==> src/rtl/interrupt_sequencer.sv <==
// ============================================================================
// interrupt_sequencer -- 6502 NMI/IRQ/BRK arbitration and 6-cycle entry sequence
// Revision 1.0
// ============================================================================
`default_nettype none

module interrupt_sequencer #(
  parameter logic [15:0] NMI_VEC    = 16'hFFFA,
  parameter logic [15:0] IRQ_VEC    = 16'hFFFE,
  parameter logic [7:0]  STACK_PAGE = 8'h01
) (
  input  logic        clk,
  input  logic        reset,
  input  logic        nmi_n,
  input  logic        irq_n,
  input  logic [7:0]  p_in,
  input  logic [15:0] pc,
  input  logic [7:0]  sp,
  input  logic        boundary,
  input  logic        brk_req,
  input  logic [7:0]  mem_rdata,
  output logic [15:0] mem_addr,
  output logic [7:0]  mem_wdata,
  output logic        mem_we,
  output logic        mem_re,
  output logic        sp_dec,
  output logic [7:0]  flag_ena,
  output logic [7:0]  flag_d,
  output logic        pc_load,
  output logic [15:0] pc_new,
  output logic        busy,
  output logic [1:0]  int_kind,
  output logic        nmi_pend
);

  localparam logic [1:0] KIND_NONE = 2'd0;
  localparam logic [1:0] KIND_BRK  = 2'd1;
  localparam logic [1:0] KIND_IRQ  = 2'd2;
  localparam logic [1:0] KIND_NMI  = 2'd3;

  typedef enum logic [2:0] {
    S_IDLE     = 3'd0,
    S_PUSH_PCH = 3'd1,
    S_PUSH_PCL = 3'd2,
    S_PUSH_P   = 3'd3,
    S_FETCH_LO = 3'd4,
    S_FETCH_HI = 3'd5,
    S_LOAD_PC  = 3'd6
  } state_t;

  state_t      state_q;
  logic        nmi_s1_q, nmi_s2_q, nmi_hist_q;
  logic        irq_s1_q, irq_s2_q;
  logic        nmi_pend_q, nmi_pend_d;
  logic [1:0]  kind_q;
  logic [15:0] ret_pc_q;
  logic [7:0]  vec_lo_q, vec_hi_q;
  logic        busy_q, we_q, re_q, sp_dec_q, set_i_q, pc_load_q;

  logic        nmi_edge, irq_req, entry;
  logic [1:0]  win_kind;
  logic [15:0] vec;

  assign nmi_edge = nmi_hist_q & ~nmi_s2_q;
  assign irq_req  = ~irq_s2_q & ~p_in[2];

  always_comb begin
    win_kind = KIND_NONE;
    if (nmi_pend_q)   win_kind = KIND_NMI;
    else if (irq_req) win_kind = KIND_IRQ;
    else if (brk_req) win_kind = KIND_BRK;
  end

  assign entry = (state_q == S_IDLE) && boundary && (win_kind != KIND_NONE);

  // A fresh edge in the same cycle as the NMI acknowledge must not be lost.
  always_comb begin
    nmi_pend_d = nmi_pend_q;
    if (nmi_edge)
      nmi_pend_d = 1'b1;
    else if (entry && (win_kind == KIND_NMI))
      nmi_pend_d = 1'b0;
  end

  assign vec = (kind_q == KIND_NMI) ? NMI_VEC : IRQ_VEC;

  always_ff @(posedge clk) begin
    if (!reset) begin
      state_q    <= S_IDLE;
      nmi_s1_q   <= 1'b1;
      nmi_s2_q   <= 1'b1;
      nmi_hist_q <= 1'b1;
      irq_s1_q   <= 1'b1;
      irq_s2_q   <= 1'b1;
      nmi_pend_q <= 1'b0;
      kind_q     <= KIND_NONE;
      ret_pc_q   <= 16'h0000;
      vec_lo_q   <= 8'h00;
      vec_hi_q   <= 8'h00;
      busy_q     <= 1'b0;
      we_q       <= 1'b0;
      re_q       <= 1'b0;
      sp_dec_q   <= 1'b0;
      set_i_q    <= 1'b0;
      pc_load_q  <= 1'b0;
    end else begin
      nmi_s1_q   <= nmi_n;
      nmi_s2_q   <= nmi_s1_q;
      nmi_hist_q <= nmi_s2_q;
      irq_s1_q   <= irq_n;
      irq_s2_q   <= irq_s1_q;
      nmi_pend_q <= nmi_pend_d;

      busy_q    <= 1'b0;
      we_q      <= 1'b0;
      re_q      <= 1'b0;
      sp_dec_q  <= 1'b0;
      set_i_q   <= 1'b0;
      pc_load_q <= 1'b0;

      // Strobes are registered one state ahead so they line up with state_q.
      case (state_q)
        S_IDLE: begin
          if (entry) begin
            state_q  <= S_PUSH_PCH;
            kind_q   <= win_kind;
            ret_pc_q <= pc;
            busy_q   <= 1'b1;
            we_q     <= 1'b1;
            sp_dec_q <= 1'b1;
          end
        end
        S_PUSH_PCH: begin
          state_q  <= S_PUSH_PCL;
          busy_q   <= 1'b1;
          we_q     <= 1'b1;
          sp_dec_q <= 1'b1;
        end
        S_PUSH_PCL: begin
          state_q  <= S_PUSH_P;
          busy_q   <= 1'b1;
          we_q     <= 1'b1;
          sp_dec_q <= 1'b1;
          set_i_q  <= 1'b1;
        end
        S_PUSH_P: begin
          state_q <= S_FETCH_LO;
          busy_q  <= 1'b1;
          re_q    <= 1'b1;
        end
        S_FETCH_LO: begin
          state_q  <= S_FETCH_HI;
          vec_lo_q <= mem_rdata;
          busy_q   <= 1'b1;
          re_q     <= 1'b1;
        end
        S_FETCH_HI: begin
          state_q   <= S_LOAD_PC;
          vec_hi_q  <= mem_rdata;
          busy_q    <= 1'b1;
          pc_load_q <= 1'b1;
        end
        S_LOAD_PC: begin
          state_q <= S_IDLE;
          kind_q  <= KIND_NONE;
        end
        default: begin
          state_q <= S_IDLE;
          kind_q  <= KIND_NONE;
        end
      endcase
    end
  end

  // Stack pointer and status byte are forwarded live from the core.
  always_comb begin
    mem_addr  = 16'h0000;
    mem_wdata = 8'h00;
    case (state_q)
      S_PUSH_PCH: begin
        mem_addr  = {STACK_PAGE, sp};
        mem_wdata = ret_pc_q[15:8];
      end
      S_PUSH_PCL: begin
        mem_addr  = {STACK_PAGE, sp};
        mem_wdata = ret_pc_q[7:0];
      end
      S_PUSH_P: begin
        mem_addr  = {STACK_PAGE, sp};
        mem_wdata = {p_in[7:6], 1'b1, (kind_q == KIND_BRK), p_in[3:0]};
      end
      S_FETCH_LO: mem_addr = vec;
      S_FETCH_HI: mem_addr = vec + 16'd1;
      default: begin
        mem_addr  = 16'h0000;
        mem_wdata = 8'h00;
      end
    endcase
  end

  assign mem_we   = we_q;
  assign mem_re   = re_q;
  assign sp_dec   = sp_dec_q;
  assign flag_ena = {5'b00000, set_i_q, 2'b00};
  assign flag_d   = {5'b00000, set_i_q, 2'b00};
  assign pc_load  = pc_load_q;
  assign pc_new   = pc_load_q ? {vec_hi_q, vec_lo_q} : 16'h0000;
  assign busy     = busy_q;
  assign int_kind = kind_q;
  assign nmi_pend = nmi_pend_q;

endmodule

`default_nettype wire

==> config.mk <==
export PLATFORM = sky130hd
export DESIGN_NAME = interrupt_sequencer
export DESIGN_NICKNAME = d
export VERILOG_FILES = /design/src/rtl/interrupt_sequencer.sv
export SDC_FILE = /design/constraint.sdc
export NUM_CORES = 1
export LEC_CHECK = 0
export ABC_AREA = 1
export CAP_MARGIN = 15
export CORE_MARGIN = 2
export CORE_UTILIZATION = 41
export CTS_CLUSTER_DIAMETER = 30
export DETAILED_ROUTE_END_ITERATION = 8
export PLACE_DENSITY = 0.78
export SLEW_MARGIN = 20
export SYNTH_ARGS = -nofsm -noshare
export SYNTH_HDL_FRONTEND = slang
export SYNTH_SLANG_ARGS = --single-unit
==> constraint.sdc <==
create_clock -name clk -period 1.4 [get_ports clk]
set_input_delay 0.21 -clock clk [delete_from_list [all_inputs] [get_ports clk]]
set_output_delay 0.21 -clock clk [all_outputs]
set_load 0.02 [all_outputs]
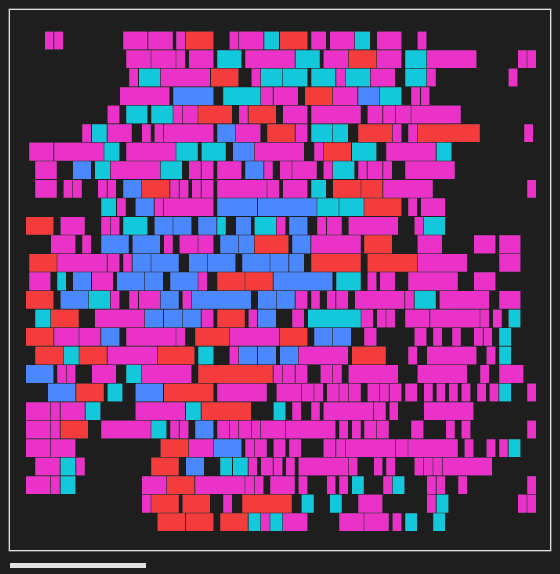
Figure 1: run 1, sizing map.
The bar under the picture is 20 um long.
colour	size	cells	share	most used
blue	_3 and _4 cells	53	12%	buf_4
magenta	_0 and _1 cells	276	62%	nor2_1
cyan	_2 cells	66	15%	buf_2
red	_6 and larger	47	11%	buf_6
final instance area: 3860 um^2
Layout area overhead: 66.3%
Non-clk bufs: 137

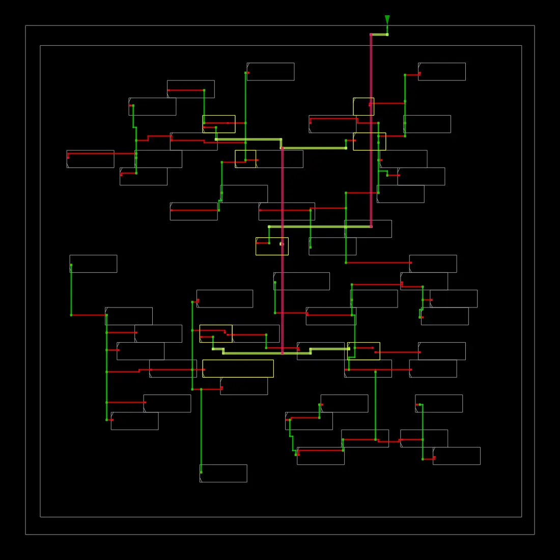
Figure 2: run 1, clock routing.
CTS Buf Count: 5
clk_skew: 0.00802 ns

==> results.ini, run 1 <==
[final_timing]
fin_ws_ns = -0.269
setup_viol = 29
holdWs_ns = 0.420
hold_viol = 0
period_used_share = 1.19
slew_viol_final = 0

[finish]
final_nets = 487
seqCellArea_um2 = 973
drive_gt1_frac = 0.376

[floorplanning]
die-area_um2 = 6290
chipHeight_um = 79.3
core-area_um2 = 5510

[logic_synthesis]
ys_area_um2 = 2320
synth_flops = 48
yosys-top-cells-count = nor2_1, nand2_1, dfxtp_1
edf_count = 0

[route]
ant_nets = 0
wire_per_inst_um = 14.3
route.detailed.drc = 0

[critical_path]
end_kind = primary output
crit_top_cell = buf_4
path_depth = 6

[power_and_ir_drop]
pwr_density_cell_nw_per_um2 = 1580
swShare = 0.397
pwr-share-clk = 0.171

[clock_network]
cts-root-buf = clkbuf_8
cts_buffer_depth = 2
clock-sinks = 48
clkLatencyLatePin_ns = 0.31
cts_tree = yes

[grt]
grt_use_total = 0.220
antenna_found_initial = 0

[outcome]
failed_checks = setup timing
status = finished, violations left

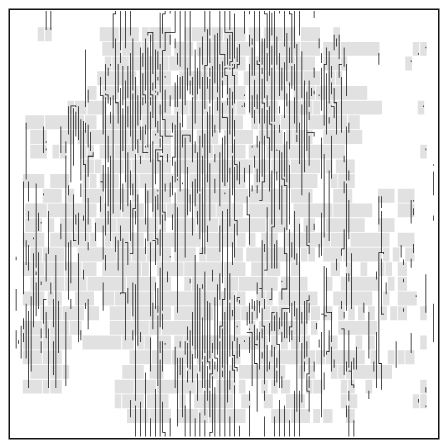
Figure 3: run 1, metal 2.
Cells faint in the background.
wire length on this layer	3800 um
share of all routed wire	52%
main direction	vertical
longest straight run	35.7 um
total wire length: 7370 um
GR Util met2: 0.399
vias: 2579

## run 1: power by group through the flow
stage	clock network (mW)	registers (mW)	logic [mW]
final	1.04	1.75	3.32
after global routing	1.12	1.77	3.54
after CTS	1.04	1.73	2.87
after detailed placement	0	1.73	2.71
after global placement	0	1.72	2.66
after floorplan	0	1.76	1.50
## run 1: timing repair
action	in CTS	in global routing
resized	233	86
pin swaps	5	6
hold endpoints to repair	0	0
gates cloned	0	1
setup buffers	2	4
setup endpoints to repair	71	58
## run 1: per-layer routing
metal	up-vias	GRT usage	routed length [um]
met5	-	0	0
met2	124	0.399	3800
li1	1218	-	-
met3	34	0.0455	441
met1	1203	0.252	2820
met4	0	0.0810	311
## run 1: registers in the layout (all words and copies together) (netlist names)
name,flops
set_i_q,1
sp_dec,1
irq_s2_q,1
state_q,3
vec_lo_q,8
mem_re,1
nmi_s1_q,1
vec_hi_q,8
nmi_hist_q,1
busy,1
int_kind,2
ret_pc_q,16
pc_load,1
nmi_s2_q,1
irq_s1_q,1
nmi_pend,1
## run 1: metrics by stage
stage | cell area [um^2] | TNS (ns) | total power [mW]
floorplan | 2380 | 0 | 3.26
global placement | 3450 | -12.79 | 4.38
detailed placement | 3450 | -14.49 | 4.44
CTS | 3700 | -4.19 | 5.64
global route | 3860 | -6.84 | 6.43
finish | 3860 | -4.65 | 6.12
## run 1: layout make-up
type / count / share of cell area
repair buffers: 137 / 0.335
multi-input cells: 213 / 0.319
flip-flops and latches: 48 / 0.252
inverters: 36 / 0.0402
well taps: 72 / 0.0233
clock buffers: 5 / 0.0178
clock inverters: 3 / 0.0123
## run 1: cell families after synthesis
logic type / count (synthesis) / synth area share
DFF: 48 / 0.414
AOI/OAI and AO/OA: 44 / 0.101
and+or+nand+nor: 155 / 0.311
other: 1 / 0.00161
buffers and inverters: 75 / 0.172
Figure 4. Signal wires by layer (run 1).
Only two layers are drawn.
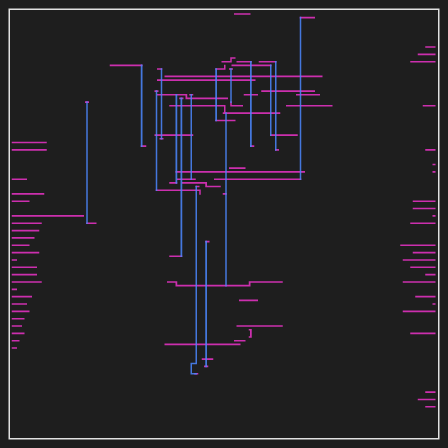

==> run 1 -> run 2 <==
--- a/config.mk
+++ b/config.mk
@@ -5,7 +5,6 @@
 export SDC_FILE = /design/constraint.sdc
 export NUM_CORES = 1
 export LEC_CHECK = 0
-export ABC_AREA = 1
 export CAP_MARGIN = 15
 export CORE_MARGIN = 2
 export CORE_UTILIZATION = 41
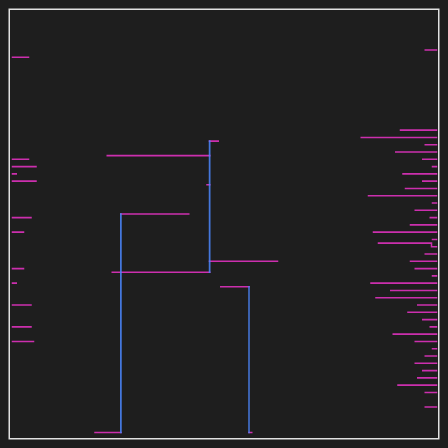
Figure 5: run 2, signal wires by layer.
Only two layers are drawn.
colour	layer	wire length
blue	metal 4	92.5 um
magenta	metal 3	298 um
Total GRT Usage: 0.192
vias: 2135
total wire length: 6080 um
Avg WL per Cell: 13.3 um

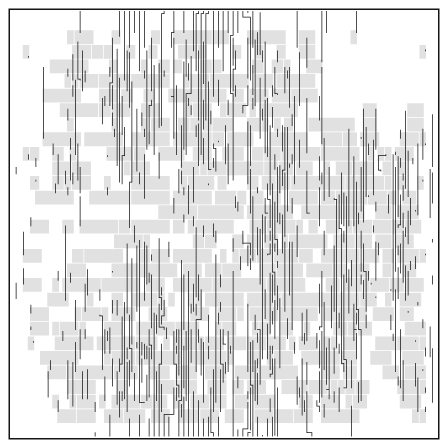
Figure 6: run 2, metal 2.
Cells faint in the background.
GR Util met2: 0.353

==> results.ini, run 2 <==
[final_timing]
fin_ws_ns = -0.307  ; -0.0371 ns
holdWs_ns = 0.409  ; -0.0114 ns
hold_viol = 0  ; unchanged
setup_viol = 57  ; +97%
period_used_share = 1.22  ; +0.0265
slew_viol_final = 0  ; unchanged
tns_ns = -7.44  ; -2.80 ns
fin_skew_ns = 0.00642  ; -0.00160 ns

[finish]
num-nonclk-buffers = 133  ; -2.9%
dominant_cells = multi-input combinational cells
n_all_inverters = 4  ; -89%
comb_share = 0.360  ; +0.0408
syn2layout_area_growth_pct = 59.2
drive_gt1_frac = 0.348  ; -0.0275
seq-cell-share = 0.258  ; +0.00629
clkbuf_count = 7  ; +2
largestRegisters = ret_pc_q x16, vec_hi_q x8, vec_lo_q x8
fin_area_um2 = 3760  ; -2.7%
regMostFlops = ret_pc_q
area_share_clock_buf_inv = 0.0256  ; -0.00449
flops = 48  ; unchanged

[logic_synthesis]
ys_sh_mux = 0.164  ; +0.164
synthTopLogicFamily = simple AND/OR/NAND/NOR gates
edf_count = 0  ; unchanged
ys_sh_simple = 0.225  ; -0.0860
fa_ha_area_frac = 0  ; unchanged
xor_area_frac = 0  ; unchanged
synth_flops = 48  ; unchanged
yosys-top-cells-count = dfxtp_1, nor2_1, nand2_1
aoi_share = 0.0827  ; -0.0186
ys_area_um2 = 2360  ; +1.6%

[route]
route.detailed.drc = 0  ; unchanged
ant_nets = 0  ; unchanged

[clock_network]
cts-root-buf = clkbuf_8
cts_tree = yes
clkLatencyLatePin_ns = 0.29  ; -0.02 ns
clock-sinks = 48  ; unchanged

[outcome]
status = finished, violations left
failed_checks = setup timing

[placed_design]
dpl_cell_area_um2 = 3430  ; -0.58%

[critical_path]
end_kind = primary output

[floorplanning]
core-area_um2 = 5540  ; +0.61%
die-area_um2 = 6380  ; +1.5%

[power_and_ir_drop]
pwr_density_cell_nw_per_um2 = 870  ; -45%
p_total_mw = 3.27  ; -47%

## run 2: cell types whose count changed in the layout (fill, tap and decap cells not counted), sizes merged, moves of 6 or more
cell | previous run | this run
and2 | 0 | 19
nand3 | 26 | 0
a22oi | 0 | 7
nand2 | 58 | 36
mux2 | 0 | 6
nor2 | 58 | 37
nand4 | 7 | 0
o21ai | 24 | 4
mux2i | 0 | 32
nand2b | 0 | 8
inv | 36 | 4
## run 2: power by group
part           switching [mW]  total (mW)  internal (mW)
Combinational           0.440       0.934          0.494
Sequential             0.0438        1.47           1.43
Clock                   0.424       0.864          0.440
## run 2: critical path: cells and delay by family (launching register included)
family | cells | cell delay, ns
buffers and inverters | 2 | 0.27
AND-OR/OR-AND | 1 | 0.28
AND/OR/NAND/NOR | 1 | 0.27
flip-flops | 1 | 0.38
## run 2: timing repair
action	4_1_cts	5_1_grt
hold buffers	0	0
resized	214	53
pin swaps	8	15
gates cloned	2	0
endpoints found under the setup margin	84	71
setup buffers	9	4
## run 2: routing by layer
layer | GRT usage | up-vias | share of wire
met5 | 0 | - | 0
met4 | 0.0576 | 0 | 0.015
met3 | 0.0430 | 9 | 0.049
met2 | 0.353 | 60 | 0.51
met1 | 0.219 | 978 | 0.42
li1 | - | 1088 | -
## run 2: worst max-delay path by stage
stage | start | to | slack (ns) | depth (start not counted)
detailed placement | state_q[1] | mem_addr[4] | -0.49 | 4
global placement | p_in[6] | mem_wdata[6] | -0.47 | 5
floorplan | state_q[0] | mem_wdata[5] | -0.11 | 4
CTS | state_q[1] | mem_addr[2] | -0.32 | 4
finish | state_q[1] | mem_addr[2] | -0.31 | 4
global route | state_q[1] | mem_wdata[7] | -0.35 | 5
Power figures rest on the tool's default switching activity, not on a simulated workload.
